`src/rtl/mc_control.sv`:
```
`default_nettype none
// ============================================================================
// mc_control : multicycle RV32I control FSM driving ALU op/selects and enables
// Rev 1.0
// ============================================================================
module mc_control #(
  parameter logic [3:0] RESET_STATE = 4'd0
) (
  input  logic       clk,
  input  logic       reset,
  input  logic [6:0] opcode,
  input  logic [2:0] funct3,
  input  logic       funct7_5,
  input  logic       zero,
  input  logic       mem_ready,
  output logic [3:0] alu_op,
  output logic [1:0] alu_src_a,
  output logic [1:0] alu_src_b,
  output logic [2:0] imm_src,
  output logic [1:0] result_src,
  output logic       adr_src,
  output logic       ir_write,
  output logic       pc_write,
  output logic       reg_write,
  output logic       mem_write,
  output logic       illegal
);

  localparam logic [3:0] S_FETCH    = 4'd0;
  localparam logic [3:0] S_DECODE   = 4'd1;
  localparam logic [3:0] S_MEMADR   = 4'd2;
  localparam logic [3:0] S_MEMREAD  = 4'd3;
  localparam logic [3:0] S_MEMWB    = 4'd4;
  localparam logic [3:0] S_MEMWRITE = 4'd5;
  localparam logic [3:0] S_EXECUTER = 4'd6;
  localparam logic [3:0] S_EXECUTEI = 4'd7;
  localparam logic [3:0] S_ALUWB    = 4'd8;
  localparam logic [3:0] S_JAL      = 4'd9;
  localparam logic [3:0] S_JALR     = 4'd10;
  localparam logic [3:0] S_LINK     = 4'd11;
  localparam logic [3:0] S_BRANCH   = 4'd12;
  localparam logic [3:0] S_LUI      = 4'd13;
  localparam logic [3:0] S_AUIPC    = 4'd14;
  localparam logic [3:0] S_ILLEGAL  = 4'd15;

  localparam logic [3:0] C_ADD  = 4'b0000;
  localparam logic [3:0] C_SUB  = 4'b0001;
  localparam logic [3:0] C_AND  = 4'b0010;
  localparam logic [3:0] C_OR   = 4'b0011;
  localparam logic [3:0] C_XOR  = 4'b0100;
  localparam logic [3:0] C_SLT  = 4'b0101;
  localparam logic [3:0] C_SLTU = 4'b0110;
  localparam logic [3:0] C_SLL  = 4'b0111;
  localparam logic [3:0] C_SRL  = 4'b1000;
  localparam logic [3:0] C_SRA  = 4'b1001;

  localparam logic [6:0] C_OPC_LOAD   = 7'b0000011;
  localparam logic [6:0] C_OPC_STORE  = 7'b0100011;
  localparam logic [6:0] C_OPC_OP     = 7'b0110011;
  localparam logic [6:0] C_OPC_OPIMM  = 7'b0010011;
  localparam logic [6:0] C_OPC_JAL    = 7'b1101111;
  localparam logic [6:0] C_OPC_JALR   = 7'b1100111;
  localparam logic [6:0] C_OPC_BRANCH = 7'b1100011;
  localparam logic [6:0] C_OPC_LUI    = 7'b0110111;
  localparam logic [6:0] C_OPC_AUIPC  = 7'b0010111;

  localparam logic [2:0] C_IMM_I = 3'b000;
  localparam logic [2:0] C_IMM_S = 3'b001;
  localparam logic [2:0] C_IMM_B = 3'b010;
  localparam logic [2:0] C_IMM_J = 3'b011;
  localparam logic [2:0] C_IMM_U = 3'b100;

  logic [3:0] r_state;
  logic [3:0] w_cur;
  logic [3:0] w_next;
  logic       w_ir;
  logic       w_pc;
  logic       w_reg;
  logic       w_mem;
  logic       w_ill;

  // Shared funct3 decode; sub_ok is false for OP-IMM where bit 30 is immediate data.
  function automatic logic [3:0] f3_to_alu(input logic [2:0] f3, input logic sub_ok,
                                           input logic f75);
    logic [3:0] op;
    case (f3)
      3'b000:  op = (sub_ok && f75) ? C_SUB : C_ADD;
      3'b001:  op = C_SLL;
      3'b010:  op = C_SLT;
      3'b011:  op = C_SLTU;
      3'b100:  op = C_XOR;
      3'b101:  op = f75 ? C_SRA : C_SRL;
      3'b110:  op = C_OR;
      default: op = C_AND;
    endcase
    return op;
  endfunction

  // During reset the selects follow FETCH while all enables are forced low.
  assign w_cur = reset ? S_FETCH : r_state;

  always_comb begin
    w_next     = w_cur;
    alu_op     = C_ADD;
    alu_src_a  = 2'b00;
    alu_src_b  = 2'b00;
    imm_src    = C_IMM_I;
    result_src = 2'b00;
    adr_src    = 1'b0;
    w_ir       = 1'b0;
    w_pc       = 1'b0;
    w_reg      = 1'b0;
    w_mem      = 1'b0;
    w_ill      = 1'b0;
    case (w_cur)
      S_FETCH: begin
        alu_src_b  = 2'b10;
        result_src = 2'b10;
        if (mem_ready) begin
          w_ir   = 1'b1;
          w_pc   = 1'b1;
          w_next = S_DECODE;
        end
      end
      S_DECODE: begin
        alu_src_a = 2'b01;
        alu_src_b = 2'b01;
        case (opcode)
          C_OPC_LOAD:   w_next = S_MEMADR;
          C_OPC_STORE:  begin imm_src = C_IMM_S; w_next = S_MEMADR; end
          C_OPC_OP:     w_next = S_EXECUTER;
          C_OPC_OPIMM:  w_next = S_EXECUTEI;
          C_OPC_JAL:    begin imm_src = C_IMM_J; w_next = S_JAL; end
          C_OPC_JALR:   w_next = S_JALR;
          C_OPC_BRANCH: begin imm_src = C_IMM_B; w_next = S_BRANCH; end
          C_OPC_LUI:    begin imm_src = C_IMM_U; w_next = S_LUI; end
          C_OPC_AUIPC:  begin imm_src = C_IMM_U; w_next = S_AUIPC; end
          default:      w_next = S_ILLEGAL;
        endcase
      end
      S_MEMADR: begin
        alu_src_a = 2'b10;
        alu_src_b = 2'b01;
        imm_src   = opcode[5] ? C_IMM_S : C_IMM_I;
        w_next    = opcode[5] ? S_MEMWRITE : S_MEMREAD;
      end
      S_MEMREAD: begin
        adr_src = 1'b1;
        if (mem_ready) w_next = S_MEMWB;
      end
      S_MEMWB: begin
        result_src = 2'b01;
        w_reg      = 1'b1;
        w_next     = S_FETCH;
      end
      S_MEMWRITE: begin
        adr_src = 1'b1;
        w_mem   = 1'b1;
        if (mem_ready) w_next = S_FETCH;
      end
      S_EXECUTER: begin
        alu_src_a = 2'b10;
        alu_op    = f3_to_alu(funct3, 1'b1, funct7_5);
        w_next    = S_ALUWB;
      end
      S_EXECUTEI: begin
        alu_src_a = 2'b10;
        alu_src_b = 2'b01;
        alu_op    = f3_to_alu(funct3, 1'b0, funct7_5);
        w_next    = S_ALUWB;
      end
      S_ALUWB: begin
        w_reg  = 1'b1;
        w_next = S_FETCH;
      end
      S_JAL: begin
        alu_src_a = 2'b01;
        alu_src_b = 2'b10;
        w_pc      = 1'b1;
        w_next    = S_ALUWB;
      end
      S_JALR: begin
        alu_src_a  = 2'b10;
        alu_src_b  = 2'b01;
        result_src = 2'b10;
        w_pc       = 1'b1;
        w_next     = S_LINK;
      end
      S_LINK: begin
        alu_src_a  = 2'b01;
        alu_src_b  = 2'b10;
        result_src = 2'b10;
        w_reg      = 1'b1;
        w_next     = S_FETCH;
      end
      S_BRANCH: begin
        alu_src_a = 2'b10;
        w_next    = S_FETCH;
        case (funct3)
          3'b000:  begin alu_op = C_SUB;  w_pc = zero;  end
          3'b001:  begin alu_op = C_SUB;  w_pc = ~zero; end
          3'b100:  begin alu_op = C_SLT;  w_pc = ~zero; end
          3'b101:  begin alu_op = C_SLT;  w_pc = zero;  end
          3'b110:  begin alu_op = C_SLTU; w_pc = ~zero; end
          3'b111:  begin alu_op = C_SLTU; w_pc = zero;  end
          default: w_next = S_ILLEGAL;
        endcase
      end
      S_LUI: begin
        alu_src_a = 2'b11;
        alu_src_b = 2'b01;
        imm_src   = C_IMM_U;
        w_next    = S_ALUWB;
      end
      S_AUIPC: begin
        alu_src_a = 2'b01;
        alu_src_b = 2'b01;
        imm_src   = C_IMM_U;
        w_next    = S_ALUWB;
      end
      default: begin
        w_ill  = 1'b1;
        w_next = S_ILLEGAL;
      end
    endcase
  end

  assign ir_write  = w_ir  & ~reset;
  assign pc_write  = w_pc  & ~reset;
  assign reg_write = w_reg & ~reset;
  assign mem_write = w_mem & ~reset;
  assign illegal   = w_ill & ~reset;

  always_ff @(posedge clk) begin
    if (reset) r_state <= RESET_STATE;
    else       r_state <= w_next;
  end

endmodule
`default_nettype wire

```
`config.mk`:
```
export PLATFORM = sky130hd
export DESIGN_NAME = mc_control
export DESIGN_NICKNAME = d
export VERILOG_FILES = /design/src/rtl/mc_control.sv
export SDC_FILE = /design/constraint.sdc
export NUM_CORES = 1
export LEC_CHECK = 0
export CAP_MARGIN = 0
export CELL_PAD_IN_SITES_DETAIL_PLACEMENT = 0
export CELL_PAD_IN_SITES_GLOBAL_PLACEMENT = 1
export CORE_MARGIN = 5
export CORE_UTILIZATION = 25
export DETAILED_ROUTE_END_ITERATION = 7
export DONT_BUFFER_PORTS = 1
export PLACE_DENSITY = 0.57
export SLEW_MARGIN = 20
export SYNTH_ARGS = -nofsm -noshare
export SYNTH_HDL_FRONTEND = slang
export SYNTH_SLANG_ARGS = --single-unit
```
`constraint.sdc`:
```
create_clock -name clk -period 4.8 [get_ports clk]
set_input_delay 0.96 -clock clk [delete_from_list [all_inputs] [get_ports clk]]
set_output_delay 0.96 -clock clk [all_outputs]
set_load 0.05 [all_outputs]
```
Fig. 1: run 1, clock wires, drivers and flops
Drawn at 6 px/µm.
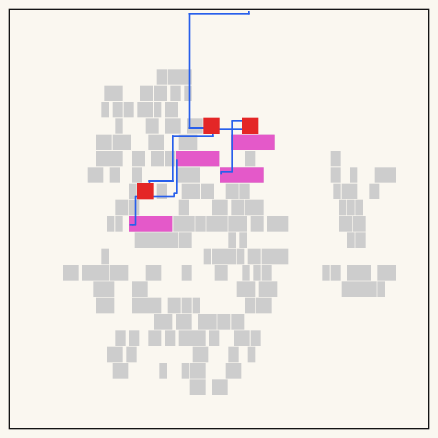
clock wires -> blue  # length 92.6 µm
clock-net drivers -> red  # count 3
flip-flops -> magenta  # count 4
routed clock nets = 4

Fig. 2: run 1, routed metal per tile
Drawn at 6 px/µm. The die is cut into 14 by 14 equal tiles; white is low, dark blue is high, scaled to the fullest tile. Values are wire area over tile area, all layers added.
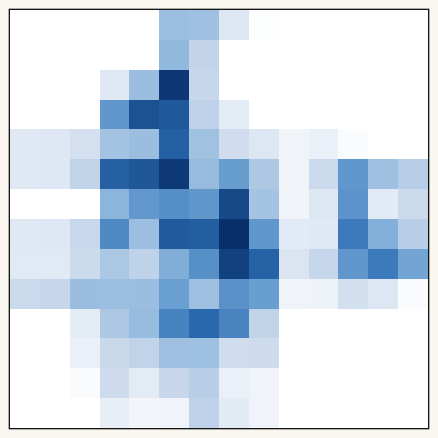
densest ninth of the die = centre
tiles over half the peak = 17%
emptiest ninth of the die = north-east
mean over tiles = 0.089

==> reports/results.ini, run 1 <==
[power_and_ir_drop]
vdd_drop_max_v = 0.000160

[setup_path]
rrSetupSlack_ps = 2640
critPathKind = flip-flop to primary output
timing.critical_path.max_delay_family = AND-OR/OR-AND gates
critical_path.endpoint_type = primary output
worstPathArrival_ps = 2780
timing.critical_path.from_type = flip-flop
slowest_stage = sky130_fd_sc_hd__o21ai_1

[hold_path]
worst_hold_path.num_cells = 1
worst_hold_path_type = input port to flip-flop

[final_layout]
layout.area.comb_um2 = 774
largest-register = r_state
area_overhead_of_the_layout_relative_to_synthesis_pct = 11.8
antenna_cells = 0
final_layout_size_suffix_gt1_share_pct = 18.2

[route]
topRoutingLayerUsed = met4
antenna_violating_nets_remaining = 0
vias_per_cell = 5.53

[synthesis]
synth.yosys.warnings = 0
synthDominantAreaCellType = sky130_fd_sc_hd__dfxtp_1
netlist.area_leader.share_pct = 9.00
count_of_flip_flops_with_a_built_in_enable_after_synthesis = 0
yosys_register_bits = 4
dominantRegCellSynth = sky130_fd_sc_hd__dfxtp_1
area_of_the_mapped_netlist_um2 = 890
synth_sequential_area_ratio_pct = 9.00
synth.top_cells.by_area = sky130_fd_sc_hd__dfxtp_1 9.0%, sky130_fd_sc_hd__a21oi_1 6.2%, sky130_fd_sc_hd__nor2_1 5.5%, sky130_fd_sc_hd__nor3_1 5.1%, sky130_fd_sc_hd__nand2_1 4.6%
per_instance_average_area_after_synthesis_um2 = 6.64

[grt]
grt_max_degree = 24
track_usage_pct = 10.8
grt_antenna_before_repair = 0

[placed_design]
number_of_port_buffers = 0
routability_driven_placement_congestion_ratio = 0.802
place.detailed.hpwl_mm = 2.04

[clock_network]
cts.sink_count = 4
cts_inserted_buffers = 3
max-clock-path-buffers = 2
tritoncts = built

[final_timing]
fmax_mhz = 267
period_used_pct = 78.0
setup_viol = 0
rsz0062_at_grt = false
clock-skew-final_ps = 3.77
worst_hold_slack_ps = 797

[run]
drv.max_cap_violation_count = 0

[die]
design.die.area_um2 = 4850
floorplan.initialDensity_pct = 26.2
die_width_um = 69.7
core_region_area_um2 = 3390

[status]
status = finished, final reports clean

Fig. 3: run 1, gate-type map
Drawn at 8 px/µm.
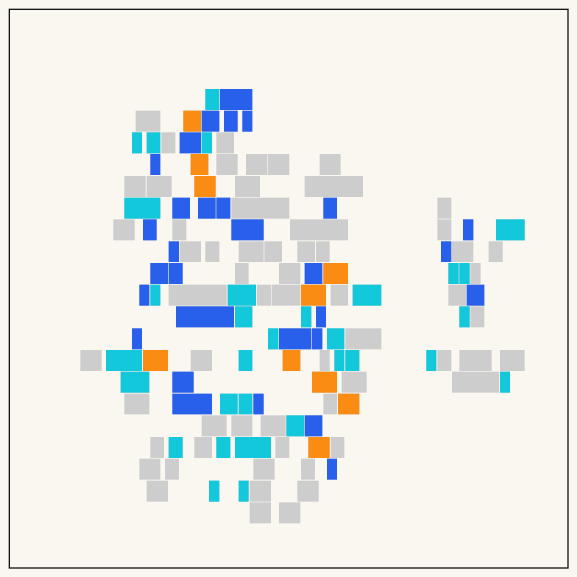
nor cells -> cyan  # cells 31
nand cells -> blue  # cells 30
and/or cells -> orange  # cells 10

==> run 1: through the flow <==
stage | util (%) | std cells | power, W | area (µm²)
3_3_place_gp | 28.7 | 175 | 0.000514 | 972
5_1_grt | 29.3 | 178 | 0.000601 | 995
6_report | 29.3 | 178 | 0.000556 | 995
4_1_cts | 29.3 | 178 | 0.000559 | 995
3_5_place_dp | 28.7 | 175 | 0.000515 | 972
2_1_floorplan | - | 134 | 0.000461 | 890
==> run 1: cells by family after synthesis <==
kind of cell / Yosys count / share of synthesized area (%)
buffers and inverters: 14 / 8.58
xor gates and xnor gates: 6 / 5.91
DFF: 4 / 9.00
and+or+nand+nor: 71 / 48.0
AOI/OAI and AO/OA: 37 / 26.2
muxes: 2 / 2.39
==> run 1: layout make-up <==
class / count / area share, %
multi-input combinational: 116 / 77.9
tap: 46 / 5.79
timing repair buffer: 7 / 5.28
clock buffer: 3 / 2.26
sequential: 4 / 8.05
inverter: 2 / 0.755
==> run 1: cells in the final DEF, fill, tap and decap left out, types with 2 or more instances in the layout <==
| cell type | synthesis | layout |
|---|---|---|
| sky130_fd_sc_hd__xor2_1 | 2 | 2 |
| sky130_fd_sc_hd__nand3_1 | 5 | 5 |
| sky130_fd_sc_hd__o21bai_1 | 2 | 2 |
| sky130_fd_sc_hd__nor2b_1 | 2 | 2 |
| sky130_fd_sc_hd__dfxtp_1 | 4 | 4 |
| sky130_fd_sc_hd__a31oi_1 | 6 | 6 |
| sky130_fd_sc_hd__o31ai_1 | 3 | 3 |
| sky130_fd_sc_hd__or3_1 | 2 | 2 |
| sky130_fd_sc_hd__nand2_1 | 11 | 11 |
| sky130_fd_sc_hd__o21ai_1 | 1 | 3 |
| sky130_fd_sc_hd__or2b_1 | 2 | 2 |
| sky130_fd_sc_hd__nand4bb_1 | 2 | 2 |
| sky130_fd_sc_hd__nand2b_1 | 6 | 6 |
| sky130_fd_sc_hd__clkbuf_4 | 0 | 3 |
| sky130_fd_sc_hd__nor2_1 | 13 | 13 |
| sky130_fd_sc_hd__nand3b_1 | 2 | 2 |
| sky130_fd_sc_hd__nor4_1 | 5 | 2 |
| sky130_fd_sc_hd__o211ai_1 | 2 | 2 |
| sky130_fd_sc_hd__xnor2_1 | 4 | 4 |
| sky130_fd_sc_hd__o21ai_0 | 5 | 3 |
| sky130_fd_sc_hd__or3b_2 | 2 | 2 |
| sky130_fd_sc_hd__a21oi_1 | 11 | 11 |
| sky130_fd_sc_hd__nor3_1 | 9 | 7 |
| sky130_fd_sc_hd__nor3_2 | 1 | 3 |
| sky130_fd_sc_hd__buf_4 | 2 | 7 |
| sky130_fd_sc_hd__nor4_2 | 0 | 3 |
==> run 1: report_power, final <==
group           total, W  internal, W  switching, W
Sequential      0.000143    0.0000485     0.0000946
Combinational   0.000370     0.000121      0.000250
Clock          0.0000427    0.0000280     0.0000147
Total           0.000556     0.000197      0.000359
==> run 1: worst reg2reg max path: cells and delay by family, from the launching register on <==
family	cells	cell delay, ps
buf+inv	1	500
simple gates	1	350
flops	1	740
compound gates	2	430
==> run 1: layer usage <==
layer  vias up  global-route usage, %
met5         -                      0
met4         0                   2.55
met3         4                   3.33
met2        20                   18.9
met1       466                   12.9
li1        494                      -
==> run 2, diff against run 1 <==
==> constraint.sdc (replaced) <==
create_clock -name clk -period 3.7 [get_ports clk]
set_input_delay 0.74 -clock clk [delete_from_list [all_inputs] [get_ports clk]]
set_output_delay 0.74 -clock clk [all_outputs]
set_load 0.05 [all_outputs]
Fig. 4: run 2, gate-type map
Drawn at 8 px/µm.
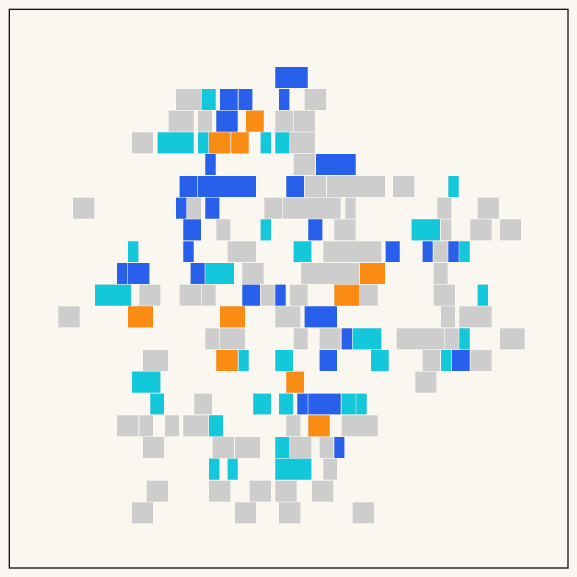
Commonest Layout Cell: sky130_fd_sc_hd__buf_4
logic gate fraction of the total cell area: 70.9%
count of non-filler cells in the finished layout: 191

Fig. 5: run 2, routed metal per tile
Drawn at 6 px/µm. The die is cut into 14 by 14 equal tiles; white is low, dark blue is high, scaled to the fullest tile. Values are wire area over tile area, all layers added.
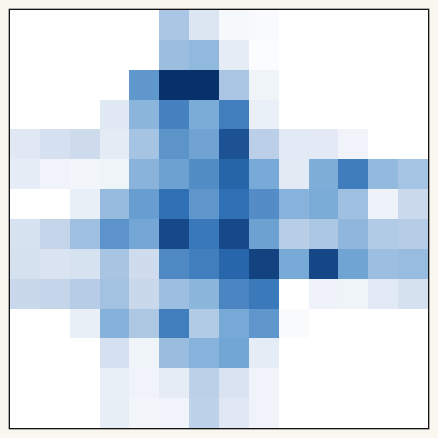
Total GRT Usage: 11.3%
routed wire length: 2.84 mm
drt wl/cell: 14.8 µm
total vias in the final route: 1036

Fig. 6: run 2, clock wires, drivers and flops
Drawn at 6 px/µm.
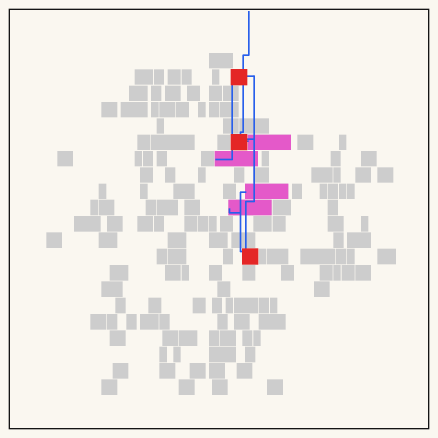
clock-net drivers -> red  # count 3
flip-flops -> magenta  # count 4
clock wires -> blue  # length 94.8 µm
flops lie = centre

==> reports/results.ini, run 2 <==
[placed_design]
number_of_port_buffers = 0
routability_driven_placement_congestion_ratio = 0.771

[final_timing]
fmax_mhz = 331
clock-skew-final_ps = 1.61
period_used_pct = 81.7
rsz0062_at_grt = false

[setup_path]
worstPathArrival_ps = 2280
critPathKind = flip-flop to primary output
rrSetupSlack_ps = 1850

[final_layout]
area_overhead_of_the_layout_relative_to_synthesis_pct = 22.8
finished_core_util_pct = 32.2
dominant_logic_cell_types_in_the_final_layout = 20 x sky130_fd_sc_hd__buf_4, 13 x sky130_fd_sc_hd__nor2_1, 11 x sky130_fd_sc_hd__a21oi_1, 11 x sky130_fd_sc_hd__nand2_1, 7 x sky130_fd_sc_hd__nor3_1
largest-register = r_state

[die]
core_region_area_um2 = 3390
floorplan.initialDensity_pct = 26.2
die_width_um = 69.7
design.die.area_um2 = 4850

[synthesis]
synth_sequential_area_ratio_pct = 9.00
yosys_register_bits = 4
synthDominantAreaCellType = sky130_fd_sc_hd__dfxtp_1
post_synth_ao_oa_area_fraction_pct = 26.2
netlist.area_leader.share_pct = 9.00
yosys-mux-area-fraction_pct = 2.39
adder_share_pct = 0
ys_sh_xor_pct = 5.91
simple_gate_share_pct = 48.0
count_of_flip_flops_with_a_built_in_enable_after_synthesis = 0
top_logic_kind = simple AND/OR/NAND/NOR gates
synth.yosys.warnings = 0

[grt]
grt_max_degree = 24
grt_antenna_before_repair = 0

[route]
antenna_violating_nets_remaining = 0
vias_per_cell = 5.42

[power_and_ir_drop]
p_int_w = 0.000308
p_seq_share_pct = 15.8
pwr-share-comb_pct = 77.1
clkPwrFrac_pct = 7.1
sw_frac_of_total_pct = 60.8
netSwitchingPower_w = 0.000478
vdd_drop_max_v = 0.000340

[clock_network]
cts.sink_count = 4
max-clock-path-buffers = 2
tritoncts = built
cts_inserted_buffers = 3

[hold_path]
worst_hold_path.num_cells = 1

[status]
status = finished, final reports clean

run 2: worst max-delay path by stage:
stage	from	to	slack [ps]
global placement	r_state[2]	imm_src[0]	1020
global route	r_state[3]	alu_op[1]	460
finish	r_state[3]	alu_op[0]	680
CTS	r_state[3]	alu_op[0]	650
floorplan	reset	imm_src[1]	240
detailed placement	r_state[3]	alu_op[0]	950
run 2: per-layer routing:
metal  track usage [%]  routed length, µm  vias to the layer above
met5                 0                  0                        -
met4              4.47                  0                        0
met3              1.74                152                        0
met2              18.9               1410                       23
met1              14.5               1270                      490
li1                  -                  -                      523
run 2: cell type report:
type                       count  area, µm²
timing repair buffer          20        150
tap                           46       57.6
clock buffer                   3       22.5
fill                         383       2300
sequential                     4       80.1
inverter                       2       7.51
multi-input combinational    116        774
run 2: logic make-up (layout without fill, tap and decap cells):
family	count (synthesis)	count (layout)
flops	4	4
mux	2	2
xor+xnor	6	6
buf+inv	14	25
simple gates	71	71
compound gates	37	37
run 2: stage by stage:
| step | cell area (µm²) | total power (W) | worst slack, ps | instances | hold slack [ps] |
|---|---|---|---|---|---|
| 2_1_floorplan | 890 | 0.000598 | 235 | 134 | 646 |
| 3_3_place_gp | 1070 | 0.000728 | 1020 | 188 | 708 |
| 3_5_place_dp | 1070 | 0.000733 | 951 | 188 | 710 |
| 4_1_cts | 1090 | 0.000792 | 653 | 191 | 563 |
| 5_1_grt | 1090 | 0.000849 | 457 | 191 | 571 |
| 6_report | 1090 | 0.000787 | 677 | 191 | 570 |
run 2: power groups by stage:
| stage | Sequential (W) | Combinational (W) | Clock [W] |
|---|---|---|---|
| finish | 0.000124 | 0.000606 | 0.0000557 |
| global route | 0.000131 | 0.000659 | 0.0000585 |
| CTS | 0.000123 | 0.000611 | 0.0000582 |
| detailed placement | 0.000124 | 0.000609 | 0 |
| global placement | 0.000122 | 0.000607 | 0 |
| floorplan | 0.0000785 | 0.000520 | 0 |
run 2: critical path: stages, from the launching register on:
cell and delay (ps):
sky130_fd_sc_hd__dfxtp_1 810, sky130_fd_sc_hd__nand2_4 130, sky130_fd_sc_hd__nor4_1 590, sky130_fd_sc_hd__a31oi_1 120
sky130_fd_sc_hd__o32ai_2 150, sky130_fd_sc_hd__buf_4 240
No activity file was given, so power comes from the tool's default toggle rates.
